### src/rtl/mod_n_sequencer.sv
// Run controller for a programmable mod-N count sequence with start/pause/abort control.
// Optional prescaler enabled by defining MOD_N_SEQ_PRESCALER_EN (adds cfg_div input).
module mod_n_sequencer #(
    parameter int MAX_N   = 16,
    parameter int REP_W   = 8,
    parameter int PRESC_W = 4,
    localparam int CW     = $clog2(MAX_N + 1)
) (
    input  logic               clk,
    input  logic               rst,
    input  logic [CW-1:0]      cfg_n,
    input  logic [REP_W-1:0]   cfg_reps,
`ifdef MOD_N_SEQ_PRESCALER_EN
    input  logic [PRESC_W-1:0] cfg_div,
`endif
    input  logic               start,
    input  logic               pause,
    input  logic               abort,
    output logic [CW-1:0]      count,
    output logic               wrap,
    output logic               busy,
    output logic               done,
    output logic               cfg_err,
    output logic [1:0]         state_dbg
);

    typedef enum logic [1:0] {
        S_IDLE  = 2'd0,
        S_RUN   = 2'd1,
        S_PAUSE = 2'd2,
        S_DONE  = 2'd3
    } state_t;

    localparam logic [CW-1:0] MAX_N_C = CW'(MAX_N);

    state_t             state, state_nxt;
    logic [CW-1:0]      count_nxt;
    logic [CW-1:0]      n_lat, n_nxt;
    logic [REP_W-1:0]   reps_lat, reps_nxt;
    logic [REP_W-1:0]   rep_cnt, rep_nxt;
    logic [PRESC_W-1:0] presc, presc_nxt;
    logic [PRESC_W-1:0] div_lat;
    logic               wrap_nxt, busy_nxt, done_nxt, err_nxt;
    logic               cfg_legal, launch, step;

    assign cfg_legal = (cfg_n != '0) && (cfg_n <= MAX_N_C);
    // Abort outranks start, so a launch only happens on a clean IDLE start.
    assign launch    = (state == S_IDLE) && start && !abort && cfg_legal;
    assign step      = (presc == div_lat);
    assign state_dbg = state;

`ifdef MOD_N_SEQ_PRESCALER_EN
    logic [PRESC_W-1:0] div_nxt;

    always_comb begin
        div_nxt = div_lat;
        if (launch) begin
            div_nxt = cfg_div;
        end
    end

    always_ff @(posedge clk) begin
        if (rst) begin
            div_lat <= '0;
        end else begin
            div_lat <= div_nxt;
        end
    end
`else
    // Without the prescaler the divider is zero, so every RUN cycle is a step.
    assign div_lat = '0;
`endif

    always_comb begin
        state_nxt = state;
        count_nxt = count;
        n_nxt     = n_lat;
        reps_nxt  = reps_lat;
        rep_nxt   = rep_cnt;
        presc_nxt = presc;
        wrap_nxt  = 1'b0;
        done_nxt  = 1'b0;
        err_nxt   = 1'b0;

        if (abort) begin
            state_nxt = S_IDLE;
            count_nxt = '0;
            presc_nxt = '0;
        end else begin
            case (state)
                S_IDLE: begin
                    if (start) begin
                        if (cfg_legal) begin
                            n_nxt     = cfg_n;
                            reps_nxt  = cfg_reps;
                            rep_nxt   = '0;
                            count_nxt = '0;
                            presc_nxt = '0;
                            state_nxt = S_RUN;
                        end else begin
                            err_nxt = 1'b1;
                        end
                    end
                end
                S_RUN: begin
                    if (pause) begin
                        state_nxt = S_PAUSE;
                    end else if (!step) begin
                        presc_nxt = presc + PRESC_W'(1);
                    end else begin
                        presc_nxt = '0;
                        if (count == n_lat - CW'(1)) begin
                            count_nxt = '0;
                            wrap_nxt  = 1'b1;
                            if (rep_cnt != '1) begin
                                rep_nxt = rep_cnt + REP_W'(1);
                            end
                            if ((reps_lat != '0) && (rep_cnt == reps_lat - REP_W'(1))) begin
                                state_nxt = S_DONE;
                            end
                        end else begin
                            count_nxt = count + CW'(1);
                        end
                    end
                end
                S_PAUSE: begin
                    if (start) begin
                        state_nxt = S_RUN;
                    end
                end
                S_DONE: begin
                    done_nxt  = 1'b1;
                    count_nxt = '0;
                    presc_nxt = '0;
                    state_nxt = S_IDLE;
                end
                default: begin
                    state_nxt = S_IDLE;
                    count_nxt = '0;
                end
            endcase
        end

        busy_nxt = (state_nxt == S_RUN) || (state_nxt == S_PAUSE);
    end

    always_ff @(posedge clk) begin
        if (rst) begin
            state    <= S_IDLE;
            count    <= '0;
            n_lat    <= '0;
            reps_lat <= '0;
            rep_cnt  <= '0;
            presc    <= '0;
            wrap     <= 1'b0;
            busy     <= 1'b0;
            done     <= 1'b0;
            cfg_err  <= 1'b0;
        end else begin
            state    <= state_nxt;
            count    <= count_nxt;
            n_lat    <= n_nxt;
            reps_lat <= reps_nxt;
            rep_cnt  <= rep_nxt;
            presc    <= presc_nxt;
            wrap     <= wrap_nxt;
            busy     <= busy_nxt;
            done     <= done_nxt;
            cfg_err  <= err_nxt;
        end
    end

endmodule
### config.mk
export PLATFORM = sky130hd
export DESIGN_NAME = mod_n_sequencer
export DESIGN_NICKNAME = d
export VERILOG_FILES = /design/src/rtl/mod_n_sequencer.sv
export SDC_FILE = /design/constraint.sdc
export NUM_CORES = 1
export LEC_CHECK = 0
export CAP_MARGIN = 20
export CORE_MARGIN = 3
export CORE_UTILIZATION = 54
export DETAILED_ROUTE_END_ITERATION = 8
export GPL_TIMING_DRIVEN = 0
export PLACE_DENSITY = 0.82
export SYNTH_ARGS = -nofsm -noshare
export SYNTH_HDL_FRONTEND = slang
export SYNTH_SLANG_ARGS = --single-unit
### constraint.sdc
create_clock -name clk -period 3.15 [get_ports clk]
set_clock_uncertainty 0.05 [all_clocks]
set_input_delay 0.63 -clock clk [delete_from_list [all_inputs] [get_ports clk]]
set_output_delay 0.63 -clock clk [all_outputs]
set_load 0.005 [all_outputs]
==> deck_impl_summary.md, run 1 <==
Physical Implementation Snapshot

Outcome
  – Outcome: finished clean

Critical path
  – Number of buffer and inverter instances along the worst setup path: 1
  – Arrival time reported for the critical path endpoint: 2.89 ns
  – Reg2reg setup slack: 0.69 ns
  – FF-to-FF path depth: 7
  – Critical path startpoint category: input port
  – Critical-path maximum fanout: 6
  – Type of the worst setup path: input port to flop
  – Ordered list of cells on the worst path: clkdlybuf4s50_1 > nor4_1 > xnor2_1 > a221o_1 > o211ai_4 > or4_1 > a21oi_1

Clock network
  – Total setup buffers inserted after CTS: 0
  – Post-cts repair resize count: 0
  – Latest clock arrival within the worst-skew pair: 0.30 ns
  – Clock buffer count from CTS: 5
  – Clock tree from TritonCTS: done
  – Number of sinks handled by clock tree synthesis: 36

Yosys
  – Yosys stat chip area: 2040 µm²
  – Post-synth top area share: 35.3%
  – Prevailing logic family in the synthesized netlist: simple AND/OR/NAND/NOR gates
  – Post-Synthesis Cell Area: 2040 µm²
  – Top area cells in the synthesized netlist: dfxtp_1, mux2i_1, xnor2_1
  – Count of unique library cells instantiated by Yosys: 46
  – Net count of the mapped netlist: 261
  – Async S/R FF share, synth: 0%
  – Avg Synthesized Cell Area: 8.61 µm²
  – Post-Synth Simple-Gate Area: 25.6%
  – Cell count after synthesis: 237
  – Area fraction in compound gates after synthesis: 15.7%
  – Portion of netlist area occupied by mux cells: 7.85%
  – Synth Seq Share: 35.3%

Layout
  – Layout-stage area growth over the synthesis result: 20.5%
  – # fillers: 278
  – Final cell utilization of the core: 70.3%
  – Dominant logic cell types in the final layout: dfxtp_1, clkdlybuf4s50_1, nor2_1
  – Number of diodes: 0
  – Filler-free cell count of the finished design: 318

STA
  – Post-route fraction of the period consumed by the critical path: 86.0%
  – Final setup vio count: 0
  – Worst slew slack as a fraction of its limit: 60.8%
  – Achievable Freq: 369 MHz
  – Unrepaired setup endpoints after global routing: false
  – Post-route minimum period: 2.71 ns

Global route
  – Global Route met2 Usage: 31.5%
  – Number of global-route vias before repair: 1585
  – Met3 Track Usage GR: 6.99%
  – Global-route wire length before repair: 7380 µm
  – Antenna violations before repair: 0
  – Congestion Overflow GR: 0
  – Global routing's busiest layer: met2
  – All-Layer GR Usage: 21.4%
  – Routing usage on met1: 28.9%

Floorplan
  – Die width: 67.5 µm
  – Overall chip area: 4550 µm²
  – Floorplan Core Area: 3490 µm²
  – Initial standard-cell utilization of the core: 58.4%

Placed design
  – Port bufs: 27
  – Standard cell area after detailed placement: 2370 µm²

Route
  – Count of unresolved DRC violations after routing: 0
  – Uppermost signal routing layer after detailed routing: met4
  – Routed length on met3: 223 µm
  – Final antenna-violating net count: 0
  – Via count normalized by instance count: 5.65

Hold path
  – Endpoint, Worst Hold: rep_cnt[0]
  – Worst hold stages: 2

Pwr
  – Peak supply drop: 0.000339 V
  – Main power-consuming group: sequential cells
  – Internal Pwr Total: 710 µW
  – Part of the total power dissipated in combinational logic: 14.1%
  – Proportion of total power due to net switching: 25.4%
  – Net switching power: 242 µW
  – Power attributed to the clock group: 344 µW
  – Clk network pwr share: 36.1%
  – Proportion of power drawn by flip-flops and latches: 49.7%
## run 1: cells in the mapped netlist, types with 2 or more instances
cell,instances
o31ai_1,6
mux2i_1,16
a21oi_1,13
nand2_1,15
and3_1,2
or4_1,3
inv_1,10
nand2b_1,4
nand3_1,11
a21o_1,2
clkbuf_1,8
ha_1,6
o21ai_0,10
nor2_1,24
or3_4,2
xnor2_1,12
nor3_1,8
nand4_1,3
dfxtp_1,36
nor2b_1,6
and3b_1,2
or3_1,8
a31oi_1,2
xor2_1,6
## run 1: how the worst max path moves through the flow
stage          startpoint    endpoint  slack (ns)  cells after the start
2_1_floorplan    cfg_n[0]  rep_cnt[5]        0.82                      6
3_3_place_gp     cfg_n[0]  rep_cnt[7]        0.15                      7
5_1_grt          cfg_n[1]  rep_cnt[5]        0.33                      7
3_5_place_dp     cfg_n[0]  rep_cnt[7]        0.14                      7
4_1_cts          cfg_n[0]  rep_cnt[7]        0.45                      7
6_report         cfg_n[0]  rep_cnt[7]        0.44                      7
## run 1: layout make-up
class	instances	area [µm²]	share of cell area, %
multi-input combinational	181	1230	50.3
buffer	10	46.3	1.88
sequential	36	721	29.3
tap	46	57.6	2.34
inverter	10	37.5	1.53
clock buffer	8	90.1	3.67
timing repair buffer	27	270	11.0
## run 1: sequential cells by signal, summed over array words and instances (netlist names), 2 cells and up
name	count
reps_lat	8
n_lat	5
count	5
presc	4
rep_cnt	8
state_dbg	2
## run 1: per-stage QoR
step / power (mW) / setup WS (ns)
6_report: 0.951 / 0.440
3_5_place_dp: 0.616 / 0.141
5_1_grt: 0.990 / 0.325
3_3_place_gp: 0.614 / 0.146
4_1_cts: 0.958 / 0.453
2_1_floorplan: 0.571 / 0.820
Fig. 1: run 1, nets reached from selected ports
Drawn at 8 px/µm.
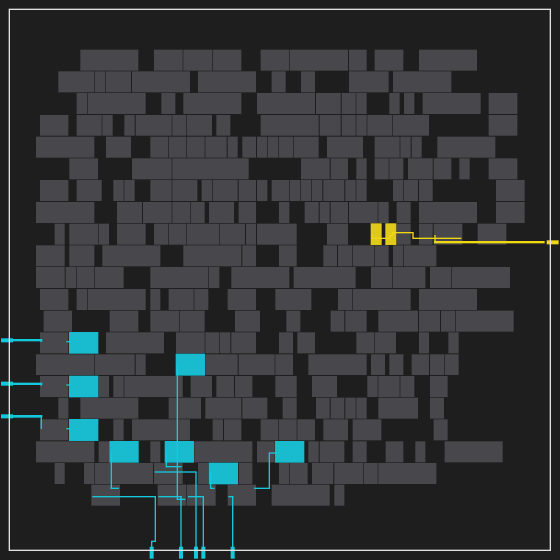
Key: yellow = pause [direction input, edge right, end cells 2, buffers 1, wire 27.2 µm]; cyan = cfg_reps [direction input, edge 5 bottom, 3 left, end cells 8, buffers 8, wire 103 µm]

Fig. 2: run 1, metal layers overlaid
Drawn at 6 px/µm.
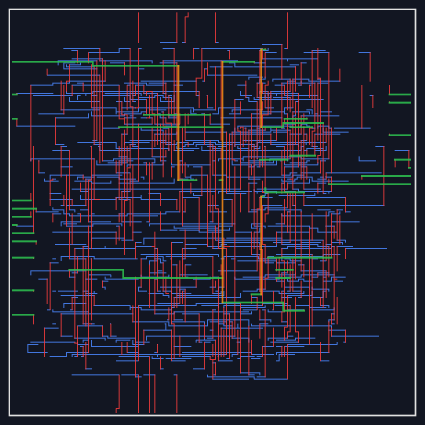
Key: orange = M4 [wire length 88.4 µm]; green = M3 [wire length 224 µm]; blue = M1 [wire length 2150 µm]; red = M2 [wire length 1890 µm]

Fig. 3: run 1, selected gate families
Drawn at 6 px/µm.
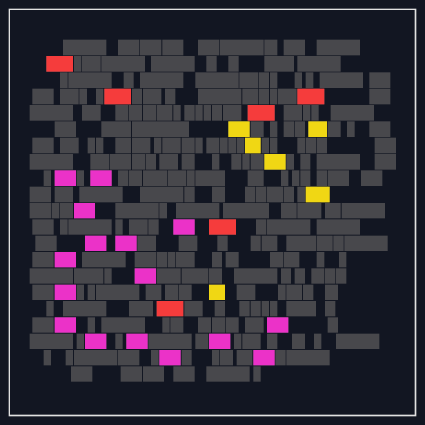
Key: yellow = non-inverting ao/oa cells [cells 6, most used a21o_1]; magenta = mux cells [cells 16, most used mux2i_1]; red = fa/ha/maj cells [cells 6, most used ha_1]

Fig. 4: run 1, sequential cells colored by netlist name
Drawn at 4 px/µm.
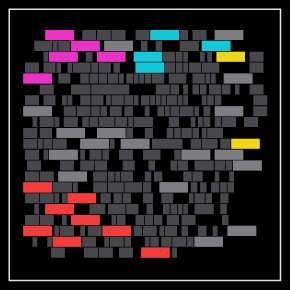

==> run 1 -> run 2 <==
Clock period 3.15 ns to 2.7 ns, I/O delays scaled along.
Fig. 5: run 2, sequential cells colored by netlist name
Drawn at 4 px/µm.
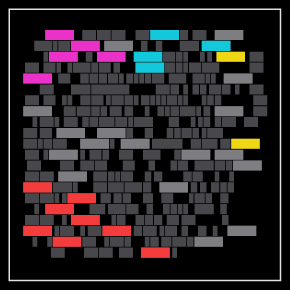
Key: red = reps_lat [placed flops 8]; cyan = presc [placed flops 4, where top center]; magenta = count [placed flops 5, where upper left]; yellow = state_dbg [placed flops 2]
Another 17 sequential cells are not colored.

Fig. 6: run 2, metal layers overlaid
Drawn at 6 px/µm.
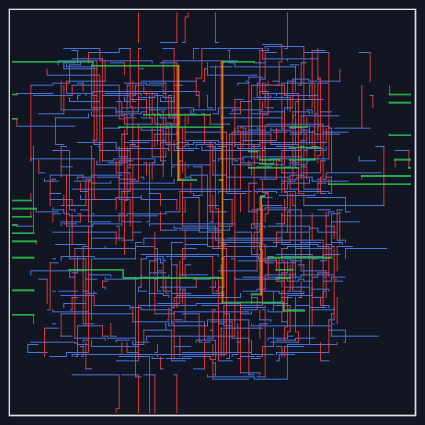
Key: blue = M1 [wire length 2160 µm]; red = M2 [wire length 1900 µm]; orange = M4 [wire length 75.5 µm]; green = M3 [wire length 216 µm]

==> deck_impl_summary.md, run 2 <==
Physical Implementation Snapshot

Floorplan
  – Overall chip area: 4550 µm² (unchanged)
  – Initial standard-cell utilization of the core: 58.4% (unchanged)
  – Floorplan Core Area: 3490 µm² (unchanged)
  – Die width: 67.5 µm (unchanged)

Clock network
  – Latest clock arrival within the worst-skew pair: 0.30 ns (about the same)
  – Number of sinks handled by clock tree synthesis: 36 (unchanged)
  – Clock buffer count from CTS: 5 (unchanged)
  – Clock tree from TritonCTS: done
  – Clock Pin Slew Worst Setup and Hold Paths: 0.07 ns
  – Total setup buffers inserted after CTS: 0 (unchanged)

Critical path
  – Max incr delay on CP: 0.48 ns
  – Critical-path maximum fanout: 6 (unchanged)
  – Ordered list of cells on the worst path: clkdlybuf4s50_1 > nor4_1 > xnor2_1 > a221o_2 > o211ai_4 > or4_1 > a21oi_1
  – Data required time at the worst endpoint: 2.88 ns
  – Slowest stage cell on the critical path: or4_1
  – Kind of cell with the highest combined delay on the critical path: simple AND/OR/NAND/NOR gates
  – Type of the worst setup path: input port to flop
  – Critical path startpoint category: input port
  – Number of buffer and inverter instances along the worst setup path: 1 (unchanged)
  – Arrival time reported for the critical path endpoint: 2.73 ns (-0.16 ns)
  – Source of the critical timing path: cfg_n[0]

Job
  – Max-cap violations: 0

Global route
  – Congestion Overflow GR: 0 (unchanged)
  – Global-route wire length before repair: 7380 µm (unchanged)
  – Antenna violations before repair: 0 (unchanged)
  – Maximum number of pins on one net before global-route repair: 11
  – Number of global-route vias before repair: 1585 (unchanged)
  – All-Layer GR Usage: 21.4% (unchanged)

Yosys
  – Yosys top cell by instances: dfxtp_1
  – Avg Synthesized Cell Area: 8.61 µm² (unchanged)
  – Number of warnings issued by yosys: 0
  – Top area cells in the synthesized netlist: dfxtp_1, mux2i_1, xnor2_1
  – Cell count after synthesis: 237 (unchanged)
  – Synth Seq Share: 35.3% (unchanged)
  – Most frequent cells after synthesis: dfxtp_1, nor2_1, mux2i_1, nand2_1, a21oi_1
  – Net count of the mapped netlist: 261 (unchanged)
  – Ys cells: 237
  – Async S/R FF share, synth: 0% (unchanged)
  – Yosys stat chip area: 2040 µm² (unchanged)
  – Post-Synthesis Cell Area: 2040 µm² (unchanged)
  – Count of unique library cells instantiated by Yosys: 46 (unchanged)
  – Post-synth top area share: 35.3% (unchanged)
  – Flops & latches, synth: 36

Layout
  – Layout-stage area growth over the synthesis result: 20.6% (about the same)
  – Total non-filler cell area in the finished layout: 2460 µm²
  – Fraction of final layout cells sized beyond drive strength 1: 6.25%
  – Final cell utilization of the core: 70.4% (about the same)
  – Dominant logic cell types in the final layout: dfxtp_1, clkdlybuf4s50_1, nor2_1
  – Number of diodes: 0 (unchanged)
  – Registers with the most flip-flops: rep_cnt (8), reps_lat (8)
  – Filler-free cell count of the finished design: 318 (unchanged)

Pwr
  – Post-layout power: 1.11 mW (+17%)
  – Peak supply drop: 0.000395 V (+17%)
  – Static power due to leakage: 0.948 nW

Hold path
  – Tightest Hold Check Type: flop to flop

Placed design
  – Detailed Place HPWL: 3120 µm
  – Port bufs: 27 (unchanged)
  – Standard cell area after detailed placement: 2370 µm² (unchanged)
  – Post-Place Setup Slack: -0.219 ns (-0.360 ns)

Route
  – Final antenna-violating net count: 0 (unchanged)
  – Via count normalized by instance count: 5.65 (about the same)
  – Via Count: 1796
  – Count of unresolved DRC violations after routing: 0 (unchanged)

STA
  – Post-layout worst setup margin: 0.153 ns (-0.287 ns)
  – Post-route fraction of the period consumed by the critical path: 94.3%
  – Post-route minimum period: 2.55 ns
  – Achievable Freq: 393 MHz
  – Unrepaired setup endpoints after global routing: false
  – Summed negative setup slack over all endpoints: 0 ns
  – Final setup vio count: 0 (unchanged)
  – Worst slew slack as a fraction of its limit: 60.6% (-0.21 points)

Outcome
  – Outcome: finished clean
Fig. 7: run 2, selected gate families
Drawn at 6 px/µm.
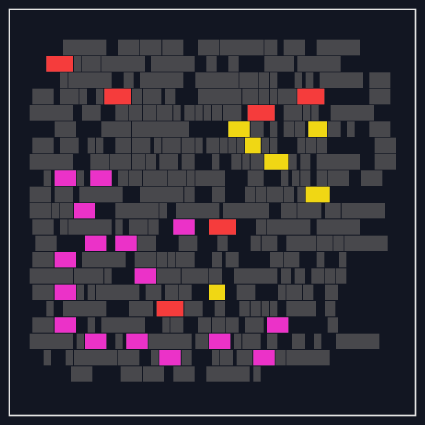
Key: red = fa/ha/maj cells [cells 6, most used ha_1]; magenta = mux cells [cells 16, most used mux2i_1]; yellow = non-inverting ao/oa cells [cells 6, most used a21o_1]

## run 2: cell counts in the layout (fill, tap and decap cells not counted)
No cell type changed its count.
## run 2: power by group
group	switching (mW)	leakage (nW)	internal (mW)
logic	0.0784	0.611	0.0789
clock network	0.192	0.0455	0.208
registers	0.0111	0.291	0.541
## run 2: layer usage
metal | part of all wire, % | wire (µm) | global-route usage (%) | vias to the layer above
met5 | 0 | 0 | 0 | -
met4 | 1.7 | 75 | 8.10 | 0
met3 | 4.9 | 215 | 6.99 | 9
met2 | 44 | 1900 | 31.5 | 49
met1 | 50 | 2160 | 28.9 | 825
li1 | - | - | - | 913
## run 2: final cells by class
type / count / area, µm²
multi-input cells: 181 / 1240
clock buffers: 8 / 90.1
repair buffers: 27 / 270
well taps: 46 / 57.6
flip-flops and latches: 36 / 721
plain buffers: 10 / 46.3
fillers: 278 / 1040
inverters: 10 / 37.5
## run 2: what timing repair did
action | CTS | global route
setup endpoints to repair | 0 | 3
gates resized | 0 | 1
endpoints found under the hold margin | 0 | 0
## run 2: final timing paths
kind                                   end  slack [ns]  depth (start not counted)
worst max-delay path            rep_cnt[7]        0.15                          7
worst min-delay path            rep_cnt[0]        0.47                          2
worst max register to register  rep_cnt[7]        0.24                          7
worst min register to register  rep_cnt[0]        0.47                          2
## run 2: cell families (layout without fill, tap and decap cells)
logic type / count (synthesis) / in the layout / share of synthesized area [%]
and+or+nand+nor: 97 / 97 / 25.6
AOI/OAI and AO/OA: 44 / 44 / 15.7
DFF: 36 / 36 / 35.3
buffers and inverters: 20 / 55 / 4.11
xor gates and xnor gates: 18 / 18 / 7.73
muxes: 16 / 16 / 7.85
adders and majority gates: 6 / 6 / 3.68
## run 2: tightest hold or removal path, cell delays in order (launching register included)
cell and delay (ns):
dfxtp_1 0.36, nand2_1 0.07, a21oi_1 0.05
Power and IR drop assume default switching activity.
